[config.mk]
export PLATFORM = sky130hd
export DESIGN_NAME = fde_sequencer
export DESIGN_NICKNAME = d
export VERILOG_FILES = /design/src/rtl/processor_pkg.sv /design/src/rtl/opclass_decode.sv /design/src/rtl/fde_sequencer.sv
export SDC_FILE = /design/constraint.sdc
export NUM_CORES = 1
export LEC_CHECK = 0
export ABC_AREA = 1
export CORE_AREA = 2 2 110 80
export DETAILED_ROUTE_END_ITERATION = 10
export DIE_AREA = 0 0 112 82
export GPL_TIMING_DRIVEN = 0
export PLACE_DENSITY = 0.85
export REMOVE_ABC_BUFFERS = 1
export SETUP_SLACK_MARGIN = 0.1
export SYNTH_ARGS = -nofsm -noshare
export SYNTH_HDL_FRONTEND = slang
export SYNTH_SLANG_ARGS = --single-unit
export TNS_END_PERCENT = 5
[constraint.sdc]
create_clock -name clk -period 5.5 [get_ports clk]
set_input_delay 1.1 -clock clk [delete_from_list [all_inputs] [get_ports clk]]
set_output_delay 1.1 -clock clk [all_outputs]
set_load 0.01 [all_outputs]
[src/rtl/processor_pkg.sv]
// Shared constants and types for the processor control path.
//  - Opcode class codes (top bits of the opcode word).
//  - Sequencer state encoding; the values are visible on state_out.
//  - Decoded class bundle produced by opclass_decode.
package processor_pkg;

    localparam int unsigned ClsAlu  = 4'h1;
    localparam int unsigned ClsRom  = 4'h3;
    localparam int unsigned ClsRam  = 4'h4;
    localparam int unsigned ClsPc   = 4'h7;
    localparam int unsigned ClsHalt = 4'hF;

    typedef enum logic [2:0] {
        StIdle    = 3'd0,
        StFetch   = 3'd1,
        StDecode  = 3'd2,
        StExec    = 3'd3,
        StMemWait = 3'd4,
        StAdvance = 3'd5,
        StHalted  = 3'd6
    } state_e;

    typedef struct packed {
        logic alu;
        logic rom;
        logic ram;
        logic pc;
        logic halt;
        logic illegal;
    } opclass_t;

endpackage

[src/rtl/opclass_decode.sv]
// Combinational opcode-class decoder.
//  cls_i    in   CLASS_W    opcode class field
//  class_o  out  opclass_t  one-hot class, illegal set for any unknown code
module opclass_decode
    import processor_pkg::*;
#(
    parameter int unsigned CLASS_W = 4
) (
    input  logic [CLASS_W-1:0] cls_i,
    output opclass_t           class_o
);

    always_comb begin
        class_o = '0;
        if (cls_i == CLASS_W'(ClsAlu)) begin
            class_o.alu = 1'b1;
        end else if (cls_i == CLASS_W'(ClsRom)) begin
            class_o.rom = 1'b1;
        end else if (cls_i == CLASS_W'(ClsRam)) begin
            class_o.ram = 1'b1;
        end else if (cls_i == CLASS_W'(ClsPc)) begin
            class_o.pc = 1'b1;
        end else if (cls_i == CLASS_W'(ClsHalt)) begin
            class_o.halt = 1'b1;
        end else begin
            class_o.illegal = 1'b1;
        end
    end

endmodule

[src/rtl/fde_sequencer.sv]
// Fetch-decode-execute control sequencer.
//  Inputs : clk, reset (async, active-high), run_en, step_mode, step_req,
//           rom_opcode/rom_operand (ROM word at PC), ram_ack.
//  Outputs: pc_read_enable, pc_enable, alu_read_enable, ram_read_enable, ram_req,
//           ir_opcode/ir_operand (latched instruction), state_out, halted,
//           illegal_op and mem_timeout (sticky), instr_count (retired, wrapping).
module fde_sequencer
    import processor_pkg::*;
#(
    parameter int unsigned DATA_WIDTH  = 16,
    parameter int unsigned CLASS_W     = 4,
    parameter int unsigned MEM_TIMEOUT = 15,
    parameter int unsigned CNT_WIDTH   = 32
) (
    input  logic                  clk,
    input  logic                  reset,
    input  logic                  run_en,
    input  logic                  step_mode,
    input  logic                  step_req,
    input  logic [DATA_WIDTH-1:0] rom_opcode,
    input  logic [DATA_WIDTH-1:0] rom_operand,
    input  logic                  ram_ack,
    output logic                  pc_read_enable,
    output logic                  pc_enable,
    output logic                  alu_read_enable,
    output logic                  ram_read_enable,
    output logic                  ram_req,
    output logic [DATA_WIDTH-1:0] ir_opcode,
    output logic [DATA_WIDTH-1:0] ir_operand,
    output logic [2:0]            state_out,
    output logic                  halted,
    output logic                  illegal_op,
    output logic                  mem_timeout,
    output logic [CNT_WIDTH-1:0]  instr_count
);

    localparam int unsigned WaitW = $clog2(MEM_TIMEOUT + 1);

    state_e                state_q, state_d;
    logic [DATA_WIDTH-1:0] ir_opcode_q, ir_opcode_d;
    logic [DATA_WIDTH-1:0] ir_operand_q, ir_operand_d;
    logic                  illegal_q, illegal_d;
    logic                  timeout_q, timeout_d;
    logic [CNT_WIDTH-1:0]  count_q, count_d;
    logic [WaitW-1:0]      wait_q, wait_d;
    opclass_t              opclass;

    opclass_decode #(
        .CLASS_W (CLASS_W)
    ) u_opclass_decode (
        .cls_i   (ir_opcode_q[DATA_WIDTH-1 -: CLASS_W]),
        .class_o (opclass)
    );

    always_ff @(posedge clk or posedge reset) begin
        if (reset) begin
            state_q      <= StIdle;
            ir_opcode_q  <= '0;
            ir_operand_q <= '0;
            illegal_q    <= 1'b0;
            timeout_q    <= 1'b0;
            count_q      <= '0;
            wait_q       <= '0;
        end else begin
            state_q      <= state_d;
            ir_opcode_q  <= ir_opcode_d;
            ir_operand_q <= ir_operand_d;
            illegal_q    <= illegal_d;
            timeout_q    <= timeout_d;
            count_q      <= count_d;
            wait_q       <= wait_d;
        end
    end

    always_comb begin
        state_d         = state_q;
        ir_opcode_d     = ir_opcode_q;
        ir_operand_d    = ir_operand_q;
        illegal_d       = illegal_q;
        timeout_d       = timeout_q;
        count_d         = count_q;
        wait_d          = wait_q;
        pc_read_enable  = 1'b0;
        pc_enable       = 1'b0;
        alu_read_enable = 1'b0;
        ram_read_enable = 1'b0;
        ram_req         = 1'b0;
        halted          = 1'b0;

        case (state_q)
            StIdle: begin
                if (step_mode ? step_req : run_en) state_d = StFetch;
            end
            StFetch: begin
                pc_read_enable = 1'b1;
                ir_opcode_d    = rom_opcode;
                ir_operand_d   = rom_operand;
                state_d        = StDecode;
            end
            StDecode: begin
                state_d = StExec;
            end
            StExec: begin
                wait_d  = '0;
                state_d = StAdvance;
                if (opclass.halt) begin
                    state_d = StHalted;
                end else if (opclass.alu) begin
                    alu_read_enable = 1'b1;
                end else if (opclass.ram) begin
                    ram_req = 1'b1;
                    // Zero-wait RAM completes straight from EXEC.
                    if (ram_ack) ram_read_enable = 1'b1;
                    else         state_d = StMemWait;
                end else if (opclass.illegal) begin
                    illegal_d = 1'b1;
                end
            end
            StMemWait: begin
                ram_req = 1'b1;
                wait_d  = wait_q + WaitW'(1);
                if (ram_ack) begin
                    ram_read_enable = 1'b1;
                    state_d         = StAdvance;
                end else if (wait_q == WaitW'(MEM_TIMEOUT - 1)) begin
                    // wait_q counts completed wait cycles, so this is cycle MEM_TIMEOUT.
                    timeout_d = 1'b1;
                    state_d   = StHalted;
                end
            end
            StAdvance: begin
                pc_enable = 1'b1;
                count_d   = count_q + CNT_WIDTH'(1);
                if (step_mode)   state_d = StIdle;
                else if (run_en) state_d = StFetch;
                else             state_d = StIdle;
            end
            StHalted: begin
                halted = 1'b1;
            end
            default: begin
                state_d = StIdle;
            end
        endcase
    end

    assign ir_opcode   = ir_opcode_q;
    assign ir_operand  = ir_operand_q;
    assign state_out   = state_q;
    assign illegal_op  = illegal_q;
    assign mem_timeout = timeout_q;
    assign instr_count = count_q;

endmodule

### Congestion heat map

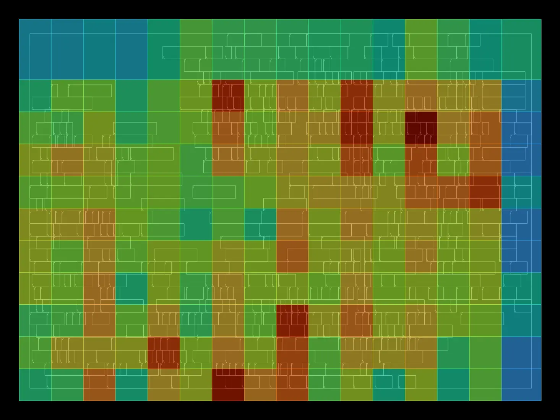
total routing resource utilization after global routing: 0.197
met3 Track Usage GR: 0.0583
met1 track demand over resource in global routing: 0.254
fin util: 0.623
routed wire length per instance: 13.1 um

### Sequential cells colored by netlist name

Drawn at 4 px/um. Other sequential cells in the stronger gray, the rest of the logic in the fainter gray.
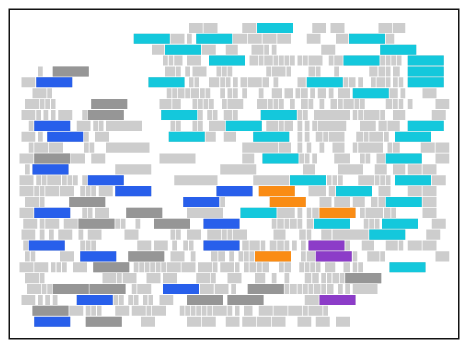
[blue] ir_opcode | placed flops: 16
[cyan] instr_count | placed flops: 32
[purple] state_out | placed flops: 3
[orange] wait_q | placed flops: 4 | where: center
not colored: 18

### Power grid

Drawn at 3 px/um. Pins as bars on the die edge.
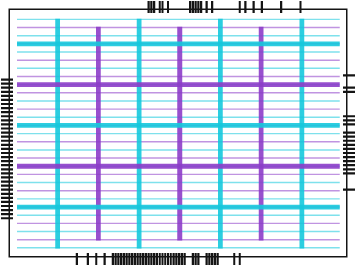
[purple] VDD
[cyan] VSS
met4 straps: 7
signal pins: 113
met5 straps: 5
rows: 28
met1 rails: 29

==> qor.tcl <==
set qor(grt_setup_unrepaired) {no}
set qor(syn_std_cell_area_um2) 3560
set qor(yosys.area.top_type) {sky130_fd_sc_hd__dfrtp_1}
set qor(power_report.internal_total_uw) 1480
set qor(fmax_mhz) 223
set qor(port_buffers) 112
set qor(power.switching_uw) 739
set qor(met2RoutedLength_um) 4040
set qor(fp.dieArea_um2) 9180
set qor(initial_antenna_violation_count) 0
set qor(share_seq_of_total_power) 0.362
set qor(fin_total_pwr_uw) 2220
set qor(boundaryPins) 113
set qor(synthCells) 430
set qor(layout-drive-gt1-share) 0.0779
set qor(drc) 0
set qor(synth.yosys.num_cells) 430
set qor(antennaDiodeCount) 0
set qor(cts_hold_repair.buffers) 0
set qor(synth_flops) 73
set qor(power_leakage_uw) 0.00247
set qor(count_of_cells_resized_by_post_cts_repair) 0
set qor(power_density_nw_per_um2) 435
set qor(cts.sink_count) 73
set qor(drtAntennaViolNets) 0
set qor(final_number_of_max_transition_violations) 0
set qor(number_of_max_capacitance_violations_reported) 0
set qor(cts_buffers) 9
set qor(setup.worst_path.class) {reg -> out}
set qor(post_route_wl_um) 8600
set qor(worstSetupStartpointType) {flip-flop}
set qor(final_number_of_setup_violating_endpoints) 0
set qor(highest-signal-layer) {met4}
set qor(routed-via-count) 3169
set qor(worst-path-max-fanout) 35
set qor(grt_max_degree) 74
set qor(via_count_of_the_first_global_routing_pass) 3161
set qor(number_of_cells_traversed_by_the_worst_register_to_register_path) 4
set qor(timing.final.crit_period_ps) 4480
set qor(grt_pass1_wl_um) 14500
set qor(slew_headroom) 0.166
set qor(flow.area_growth_from_synthesis_pct) 43.3
set qor(endpoints_failing_hold) 0
set qor(crit_path_start) {state_out[2]$_DFFE_PP0P_}
set qor(htree_num_levels) 3
set qor(mostFrequentLayoutCell) {sky130_fd_sc_hd__nand2_1}
set qor(globalplace.congestion) 0.848
set qor(ir_drop_mv) 0.257
set qor(core_area_um2) 8200
set qor(drt_iter0_markers) 183
set qor(final_net_count) 588
set qor(routedLengthMet1_um) 3910
set qor(fillers) 698
set qor(hold_ws_ps) 472
set qor(synth-warning-count) 0
set qor(wl_met3_um) 543
set qor(timing.critical_path.required_ps) 4400
set qor(cts_tree) {done}
set qor(whs_path_depth) 1
set qor(yosysChipArea_um2) 3560
set qor(fp-row-count) 28
set qor(layout_top_cells_excl_fill_tap) {176 x sky130_fd_sc_hd__nand2_1, 112 x sky130_fd_sc_hd__clkdlybuf4s50_1, 73 x sky130_fd_sc_hd__dfrtp_1}
set qor(proportion_of_netlist_area_held_by_the_largest_area_contributor) 0.512
set qor(final_min_period_over_clock_period) 0.815
set qor(initCoreUtil) 0.435
set qor(status) {finished clean}
set qor(cts_max_path_buffers) 2
set qor(timing_worst_slew_pin_value_ps) 1250
set qor(clock-root-buffer) {sky130_fd_sc_hd__clkbuf_16}
set qor(startpoint_of_the_most_critical_register_to_register_path) {state_out[2]$_DFFE_PP0P_}
set qor(seq_area_frac_synth) 0.512
set qor(min_from) {wait_q[3]$_DFFE_PP0P_}
set qor(vias_per_cell) 4.82
set qor(share_comb_of_total_power) 0.359
set qor(clk_transition_reported_paths_ps) 60
set qor(firstDrtPassIters) 4
set qor(synth_cell_type_count) 28
set qor(openroad.warnings) 26
set qor(die.size.x_um) 112
set qor(netlist_top_cells_area) {sky130_fd_sc_hd__dfrtp_1 51%, sky130_fd_sc_hd__nand2_1 19%, sky130_fd_sc_hd__inv_1 4.2%}
set qor(grt_overflow) 0
set qor(min-delay-path-class) {reg -> reg}
set qor(syn_avg_cell_area_um2) 8.29
set qor(setup-tns-final_ps) 0
set qor(p_sw_frac) 0.333
set qor(post_cts_buffers) 0
set qor(die_y_um) 82
set qor(critical_path.endpoint_type) {output port}
set qor(crit_arrival_ps) 3380
set qor(hpwlAfterDp_um) 6410
### Cell classes on the final placement

Drawn at 4 px/um. Fill, decap, tap and diode cells in gray.
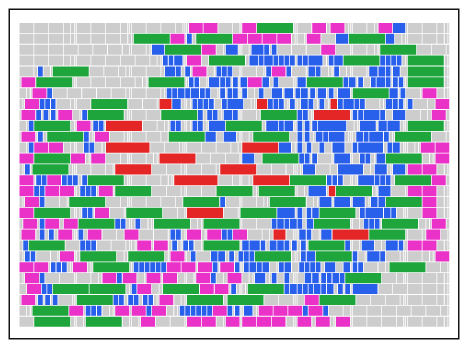
[green] sequential cells | cells: 73 | share of their area: 37%
[blue] combinational and other logic | cells: 351 | share of their area: 34%
[red] clock drivers and dummy loads | cells: 16 | share of their area: 6.4%
[magenta] remaining buffers and delay cells | cells: 112 | share of their area: 23%

### Clock network drawn from the DEF

Drawn at 4 px/um.
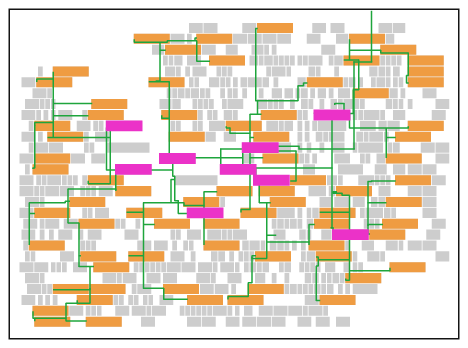
[orange] flip-flops | count: 73
[green] clock wires | length: 925 um
[magenta] clock drivers | count: 9
flops lie: all over the die
Clock net power: 621 uW
proportion of power drawn by the clock network: 0.279
Max Clock Skew: 8.45 ps
clock network latency to the later pin of the worst-skew pair: 320 ps

-- stage by stage --
step,setup slack (ps),area (um2),cells
3_5_place_dp,1310,4790,641
3_3_place_gp,1350,4790,641
5_1_grt,729,5110,657
4_1_cts,970,5110,657
6_report,1020,5110,657
2_1_floorplan,2550,3530,424
-- cell families after synthesis --
logic type,share of synthesized area
AOI/OAI and AO/OA,0.0242
xor gates and xnor gates,0.0516
adders and majority gates,0.0105
and+or+nand+nor,0.344
buffers and inverters,0.0572
DFF,0.512
-- worst max-delay path: stages, from the launching register on --
cell and delay [ps]:
sky130_fd_sc_hd__dfrtp_1 470, sky130_fd_sc_hd__inv_1 130, sky130_fd_sc_hd__nand3_1 880, sky130_fd_sc_hd__inv_2 890, sky130_fd_sc_hd__clkdlybuf4s50_1 660
-- registers in the layout (all words and copies together), names as in the netlist --
name / cells
illegal_op: 1
instr_count: 32
ir_opcode: 16
ir_operand: 16
mem_timeout: 1
state_out: 3
wait_q: 4
-- routing by layer --
metal  up-vias  GRT usage
met1      1498      0.254
met3        11     0.0583
met4         0     0.0573
met5         -          0
li1       1571          -
met2        89      0.328
-- cell usage after synthesis --
cell                       count
sky130_fd_sc_hd__nor2_8        1
sky130_fd_sc_hd__inv_2         4
sky130_fd_sc_hd__nor3_2        2
sky130_fd_sc_hd__o31ai_1       1
sky130_fd_sc_hd__inv_6         1
sky130_fd_sc_hd__nand3_4       3
sky130_fd_sc_hd__nand3_1      15
sky130_fd_sc_hd__o21bai_1      1
sky130_fd_sc_hd__nand3b_1      5
sky130_fd_sc_hd__nor2_1       29
sky130_fd_sc_hd__dfrtp_1      73
sky130_fd_sc_hd__nand2_1     176
sky130_fd_sc_hd__xor2_1       13
sky130_fd_sc_hd__and2_1        2
sky130_fd_sc_hd__nor2_4        6
sky130_fd_sc_hd__xnor2_1       8
sky130_fd_sc_hd__ha_1          3
sky130_fd_sc_hd__a21oi_1       2
sky130_fd_sc_hd__nand4_1       8
sky130_fd_sc_hd__nor3_1       11
sky130_fd_sc_hd__inv_1        40
sky130_fd_sc_hd__nand2_2       4
sky130_fd_sc_hd__buf_2         6
sky130_fd_sc_hd__nand2_4       2
sky130_fd_sc_hd__o21ai_0       8
sky130_fd_sc_hd__nor2_2        3
sky130_fd_sc_hd__o211ai_1      2
sky130_fd_sc_hd__a31oi_1       1
-- power by group through the flow --
stage,logic (uW),clock network (uW),registers (uW)
floorplan,320,0,864
global placement,780,0,802
detailed placement,807,0,811
CTS,811,629,805
global route,889,653,825
finish,798,621,804
-- final timing paths --
path / endpoint / slack, ps
setup / recovery: pc_read_enable / 1020
hold / removal: wait_q[3]$_DFFE_PP0P_ / 470
setup reg to reg: ir_opcode[14]$_DFFE_PP0P_ / 2780
hold reg to reg: wait_q[3]$_DFFE_PP0P_ / 470
max in group asynchronous: instr_count[16]$_DFFE_PP0P_ / 3600
min in group asynchronous: ir_operand[3]$_DFFE_PP0P_ / 1330
-- area by class of cell --
type,count,area (um2),share of cell area
sequential,73,1830,0.357
inverter,45,176,0.0345
clock inverter,7,95.1,0.0186
multi-input combinational,306,1530,0.300
clock buffer,9,225,0.0441
timing repair buffer,112,1120,0.219
tap,105,131,0.0257
No activity file was given, so power comes from the tool's default toggle rates.
